--- src/rtl/aes_pkg.sv ---
// rtl/aes_pkg.sv - shared AES constants, types, S-box and round-constant helpers
package aes_pkg;

    localparam int NR = 10;
    localparam int NK = 4;

    typedef logic [31:0]  word_t;
    typedef logic [127:0] state_t;

    typedef enum logic {
        IDLE,
        EXPAND
    } kx_state_e;

    localparam logic [7:0] RCON [1:10] = '{
        8'h01, 8'h02, 8'h04, 8'h08, 8'h10, 8'h20, 8'h40, 8'h80, 8'h1b, 8'h36
    };

    localparam logic [7:0] SBOX [0:255] = '{
        8'h63, 8'h7c, 8'h77, 8'h7b, 8'hf2, 8'h6b, 8'h6f, 8'hc5, 8'h30, 8'h01, 8'h67, 8'h2b, 8'hfe, 8'hd7, 8'hab, 8'h76,
        8'hca, 8'h82, 8'hc9, 8'h7d, 8'hfa, 8'h59, 8'h47, 8'hf0, 8'had, 8'hd4, 8'ha2, 8'haf, 8'h9c, 8'ha4, 8'h72, 8'hc0,
        8'hb7, 8'hfd, 8'h93, 8'h26, 8'h36, 8'h3f, 8'hf7, 8'hcc, 8'h34, 8'ha5, 8'he5, 8'hf1, 8'h71, 8'hd8, 8'h31, 8'h15,
        8'h04, 8'hc7, 8'h23, 8'hc3, 8'h18, 8'h96, 8'h05, 8'h9a, 8'h07, 8'h12, 8'h80, 8'he2, 8'heb, 8'h27, 8'hb2, 8'h75,
        8'h09, 8'h83, 8'h2c, 8'h1a, 8'h1b, 8'h6e, 8'h5a, 8'ha0, 8'h52, 8'h3b, 8'hd6, 8'hb3, 8'h29, 8'he3, 8'h2f, 8'h84,
        8'h53, 8'hd1, 8'h00, 8'hed, 8'h20, 8'hfc, 8'hb1, 8'h5b, 8'h6a, 8'hcb, 8'hbe, 8'h39, 8'h4a, 8'h4c, 8'h58, 8'hcf,
        8'hd0, 8'hef, 8'haa, 8'hfb, 8'h43, 8'h4d, 8'h33, 8'h85, 8'h45, 8'hf9, 8'h02, 8'h7f, 8'h50, 8'h3c, 8'h9f, 8'ha8,
        8'h51, 8'ha3, 8'h40, 8'h8f, 8'h92, 8'h9d, 8'h38, 8'hf5, 8'hbc, 8'hb6, 8'hda, 8'h21, 8'h10, 8'hff, 8'hf3, 8'hd2,
        8'hcd, 8'h0c, 8'h13, 8'hec, 8'h5f, 8'h97, 8'h44, 8'h17, 8'hc4, 8'ha7, 8'h7e, 8'h3d, 8'h64, 8'h5d, 8'h19, 8'h73,
        8'h60, 8'h81, 8'h4f, 8'hdc, 8'h22, 8'h2a, 8'h90, 8'h88, 8'h46, 8'hee, 8'hb8, 8'h14, 8'hde, 8'h5e, 8'h0b, 8'hdb,
        8'he0, 8'h32, 8'h3a, 8'h0a, 8'h49, 8'h06, 8'h24, 8'h5c, 8'hc2, 8'hd3, 8'hac, 8'h62, 8'h91, 8'h95, 8'he4, 8'h79,
        8'he7, 8'hc8, 8'h37, 8'h6d, 8'h8d, 8'hd5, 8'h4e, 8'ha9, 8'h6c, 8'h56, 8'hf4, 8'hea, 8'h65, 8'h7a, 8'hae, 8'h08,
        8'hba, 8'h78, 8'h25, 8'h2e, 8'h1c, 8'ha6, 8'hb4, 8'hc6, 8'he8, 8'hdd, 8'h74, 8'h1f, 8'h4b, 8'hbd, 8'h8b, 8'h8a,
        8'h70, 8'h3e, 8'hb5, 8'h66, 8'h48, 8'h03, 8'hf6, 8'h0e, 8'h61, 8'h35, 8'h57, 8'hb9, 8'h86, 8'hc1, 8'h1d, 8'h9e,
        8'he1, 8'hf8, 8'h98, 8'h11, 8'h69, 8'hd9, 8'h8e, 8'h94, 8'h9b, 8'h1e, 8'h87, 8'he9, 8'hce, 8'h55, 8'h28, 8'hdf,
        8'h8c, 8'ha1, 8'h89, 8'h0d, 8'hbf, 8'he6, 8'h42, 8'h68, 8'h41, 8'h99, 8'h2d, 8'h0f, 8'hb0, 8'h54, 8'hbb, 8'h16
    };

    function automatic logic [7:0] sbox(input logic [7:0] b);
        return SBOX[b];
    endfunction

    // Indices outside 1..10 yield zero so the last-round lookahead stays harmless.
    function automatic logic [7:0] rcon(input logic [3:0] r);
        if (r >= 4'd1 && r <= 4'd10) begin
            return RCON[r];
        end
        return 8'h00;
    endfunction

endpackage

--- src/rtl/aes_sub_word.sv ---
// rtl/aes_sub_word.sv - 32-bit SubWord through four parallel S-box lookups
module aes_sub_word (
    input  logic [31:0] data,
    output logic [31:0] subbed
);
    import aes_pkg::*;

    always_comb begin
        subbed = '0;
        for (int i = 0; i < 4; i++) begin
            subbed[8*i +: 8] = sbox(data[8*i +: 8]);
        end
    end

endmodule

--- src/rtl/aes_key_expander.sv ---
// rtl/aes_key_expander.sv - sequential AES-128 key schedule with streamed output and key buffer
module aes_key_expander #(
    parameter int NR = 10
) (
    input  logic         clk,
    input  logic         rst_n,
    input  logic         start,
    input  logic [127:0] key_in,
    output logic         busy,
    output logic         rk_valid,
    output logic [3:0]   rk_index,
    output logic [127:0] round_key,
    output logic         done,
    output logic         keys_ready,
    input  logic [3:0]   rd_idx,
    output logic [127:0] rd_key
);
    import aes_pkg::*;

    localparam logic [3:0] LAST = 4'(NR);

    kx_state_e state;
    kx_state_e state_next;

    state_t     cur;
    logic [3:0] idx;
    logic       ready;
    state_t     keybuf [0:NR];

    logic load;
    logic step;
    logic finish;

    word_t  w0, w1, w2, w3;
    word_t  n0, n1, n2, n3;
    word_t  rot_w3;
    word_t  sub_w3;
    word_t  t;
    state_t next_key;

    assign {w0, w1, w2, w3} = cur;
    assign rot_w3 = {w3[23:0], w3[31:24]};

    aes_sub_word u_sub_word (
        .data   (rot_w3),
        .subbed (sub_w3)
    );

    // Critical path: one SubWord followed by the four-deep XOR ripple.
    always_comb begin
        t        = sub_w3 ^ {rcon(idx + 4'd1), 24'h0};
        n0       = w0 ^ t;
        n1       = w1 ^ n0;
        n2       = w2 ^ n1;
        n3       = w3 ^ n2;
        next_key = {n0, n1, n2, n3};
    end

    always_comb begin
        state_next = state;
        load       = 1'b0;
        step       = 1'b0;
        finish     = 1'b0;
        case (state)
            IDLE: begin
                if (start) begin
                    load       = 1'b1;
                    state_next = EXPAND;
                end
            end
            EXPAND: begin
                if (idx == LAST) begin
                    finish     = 1'b1;
                    state_next = IDLE;
                end else begin
                    step = 1'b1;
                end
            end
            default: state_next = IDLE;
        endcase
    end

    always_ff @(posedge clk or negedge rst_n) begin
        if (!rst_n) begin
            state <= IDLE;
            cur   <= '0;
            idx   <= '0;
            ready <= 1'b0;
            for (int i = 0; i <= NR; i++) begin
                keybuf[i] <= '0;
            end
        end else begin
            state <= state_next;
            if (load) begin
                cur       <= key_in;
                idx       <= '0;
                ready     <= 1'b0;
                keybuf[0] <= key_in;
            end else if (step) begin
                cur                 <= next_key;
                idx                 <= idx + 4'd1;
                keybuf[idx + 4'd1]  <= next_key;
            end else if (finish) begin
                ready <= 1'b1;
            end
        end
    end

    assign busy       = (state == EXPAND);
    assign rk_valid   = busy;
    assign rk_index   = idx;
    assign round_key  = cur;
    assign done       = rk_valid && (idx == LAST);
    assign keys_ready = ready;
    assign rd_key     = (rd_idx <= LAST) ? keybuf[rd_idx] : '0;

endmodule

--- config.mk ---
export PLATFORM = sky130hd
export DESIGN_NAME = aes_key_expander
export DESIGN_NICKNAME = d
export VERILOG_FILES = /design/src/rtl/aes_pkg.sv /design/src/rtl/aes_sub_word.sv /design/src/rtl/aes_key_expander.sv
export SDC_FILE = /design/constraint.sdc
export NUM_CORES = 2
export LEC_CHECK = 0
export CORE_MARGIN = 10
export CORE_UTILIZATION = 60
export DETAILED_ROUTE_END_ITERATION = 8
export HOLD_SLACK_MARGIN = 0.06
export PLACE_DENSITY = 0.79
export SETUP_SLACK_MARGIN = 0.4
export SLEW_MARGIN = 10
export SYNTH_ARGS = -nofsm -noshare
export SYNTH_HDL_FRONTEND = slang
export SYNTH_HIERARCHICAL = 1
export SYNTH_SLANG_ARGS = --single-unit
--- constraint.sdc ---
create_clock -name clk -period 8.9 [get_ports clk]
set_input_delay 0.89 -clock clk [delete_from_list [all_inputs] [get_ports clk]]
set_output_delay 0.89 -clock clk [all_outputs]
set_load 0.005 [all_outputs]
metal_stack.png
Only two layers are drawn.
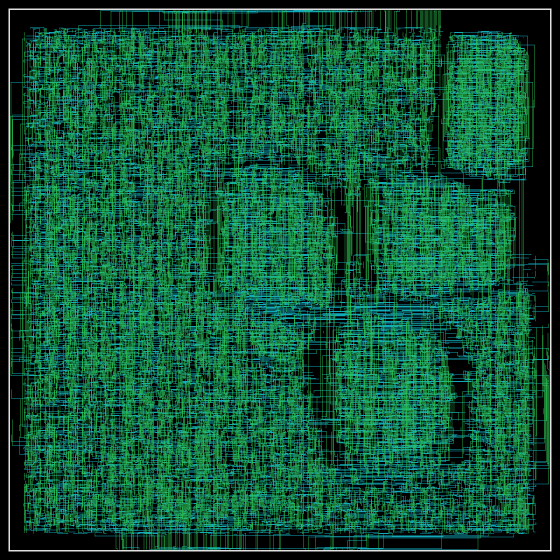
Cyan is met1, wire length 119 mm. Green is met2, wire length 142 mm.
overall track demand over capacity in global routing: 42.6%
via count: 74994

pins.png
Pins as bars across the die edge, other pins in gray.
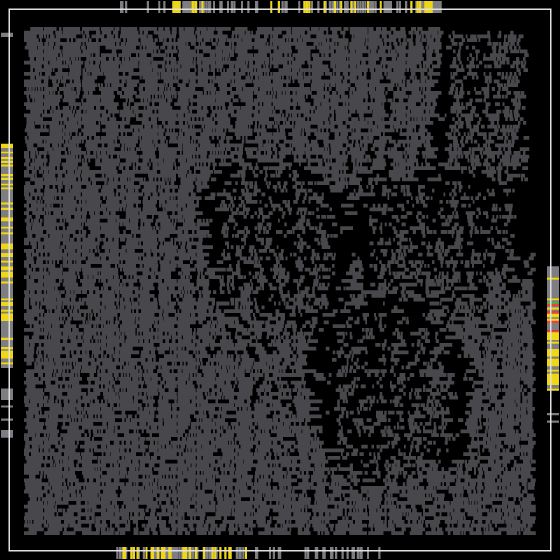
Yellow is key_in, pins 128, direction input, edge 43 left, 31 top, 27 right, 27 bottom. Red is rk_index, pins 4, direction output, edge right. Green is busy, pins 1, direction output, edge right.
All pins by edge: 133 left, 109 top, 89 bottom, 68 right.
floorplan die width: 390 um
Die Ht: 390 um
number of input and output port buffers inserted: 398

gate_families.png
The bar under the picture is 100 um long.
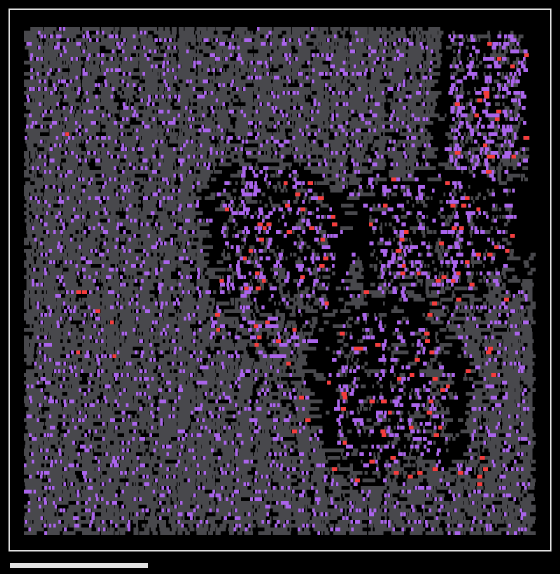
Purple is inverting AOI/OAI gates, cells 2731, most used o21ai_0, where widely spread. Red is AND-OR and OR-AND gates, cells 142, most used a221o_1.
commonest non-fill, non-tap cell in the layout: sky130_fd_sc_hd__nand2_1
Comb/total area: 43.3%
non-filler instance count after layout: 10698

[state kept, by name (all words and copies together) (netlist names)]
| name | count |
|---|---|
| keys_ready | 1 |
| round_key | 128 |
| keybuf | 1408 |
| busy | 1 |
| rk_index | 4 |
[routing by layer]
| layer | vias up | share of wire, % | GRT usage (%) |
|---|---|---|---|
| li1 | 31333 | - | - |
| met1 | 36931 | 36 | 55.3 |
| met2 | 5506 | 43 | 61.8 |
| met3 | 1218 | 14 | 14.1 |
| met4 | 6 | 7.5 | 26.2 |
| met5 | - | 0.013 | 0.0940 |
==> out/README.md <==
| Stage | Quantity | This run |
| --- | --- | --- |
| final layout | Finished Core Util | 68.1% |
| sta | Setup TNS | 0 ns |
| logic synthesis | Primary flip-flop cell chosen by synthesis mapping | sky130_fd_sc_hd__dfrtp_1 |
| logic synthesis | Xor/xnor share of the synthesized area | 2.70% |
| logic synthesis | Top post-synthesis cells by count | 1662 x sky130_fd_sc_hd__nand2_1, 1623 x sky130_fd_sc_hd__o21ai_0, 1542 x sky130_fd_sc_hd__dfrtp_1 |
| final layout | Combinational gate count | 6414 |
| clock network | Worst-skew pair later-pin latency | 0.84 ns |
| logic synthesis | Floorplan Nets | 9120 |
| detailed routing | Antenna-violating nets left | 0 |
| sta | Fin crit period | 7.10 ns |
| setup path | Worst r2r path cells | 16 |
| detailed routing | Post-DR vias/cell | 7.01 |
| clock network | Post-cts hold-fix buffer tally | 0 |
| grt | Residual overflow from global routing | 0 |
| setup path | Source of the worst register-to-register timing path | round_key[17] |
| die | Taps Inserted | 1781 |
| detailed routing | DRC violations left | 0 |
| clock network | CTS tree | built |
| final layout | Multi-input gate area | 40000 sq um |
| final layout | Filler cell count | 10244 |
| final layout | Fraction of layout cells with a size suffix above 1 | 9.73% |
| setup path | CP Launch Type | flip-flop |
| setup path | Number of cells on the critical path | 16 |
| place | Placed instance area | 86900 sq um |
| final layout | Area taken by flip-flops and latches | 38600 sq um |
| clock network | Count of clock tree sinks | 1542 |
| die | Core Density at Floorplan | 60.6% |
| sta | Max Transition Viols Final | 0 |
| logic synthesis | Number of enable flip-flop cells | 0 |
| setup path | Crit path capture type | flip-flop |
| clock network | H-tree depth | 4 |
| setup path | Largest delay share family, worst path | XOR/XNOR gates |
| final layout | Ant diodes | 2 |
| setup path | Launch point of the worst path | round_key[17] |
| final layout | Leading cell category by total area | combinational gates |
| setup path | Number of buffer and inverter stages on the critical path | 3 |
| flow run | Tool warning count | 106 |
| die | Floorplan Core Area | 136000 sq um |
| grt | Initial antenna violation count | 11 |
| sta | Post-route clock skew | 0.0502 ns |
| clock network | Post-CTS sizing | 0 |
| setup path | Worst setup path endpoint | keybuf[26] |
| logic synthesis | Area fraction of the dominant cell type after synthesis | 46.9% |
| clock network | Post-CTS Setup Repair Bufs | 0 |
| setup path | Data required time of the critical path | 9.57 ns |
| logic synthesis | Share of flip-flops with an asynchronous set or reset | 100% |
| grt | Wire length of the first global-routing pass | 488000 um |
| logic synthesis | Cell taking the most area after synthesis | sky130_fd_sc_hd__dfrtp_1 |
| final layout | Final nets | 8987 |
| place | Post-placement worst setup slack | 2.14 ns |
| clock network | Clock Tree Root | sky130_fd_sc_hd__clkbuf_16 |
| sta | Slew HR | 5.68% |
| place | Final RePlAce weighted congestion | 1.08 |
| grt | Largest net degree at the start of global routing | 191 |
| final layout | Number of buffers other than clock buffers in the final layout | 620 |
| sta | Actual slew at the worst max-slew pin | 1.41 ns |
| sta | Hold Worst Slack | 0.000555 ns |
| place | Total instance count after detailed placement | 10410 |
| run status | Result of the run | finished, final reports clean |
| final layout | Nonclk inv count | 53 |
| logic synthesis | Synth Area per Inst | 9.22 sq um |
| logic synthesis | Simple-gate share of the synthesized area | 13.7% |
| logic synthesis | Post-synth mux share | 10.8% |
| logic synthesis | Adder-Cell Fraction of Synth Area | 0.943% |
| setup path | Worst Path Arrival | 7.77 ns |
| setup path | Start-to-end type of the worst setup path | reg -> reg |
| grt | Number of global-route vias before repair | 73200 |
| logic synthesis | Distinct cells, synth | 108 |
| setup path | Max FO, Critical Path | 36 |
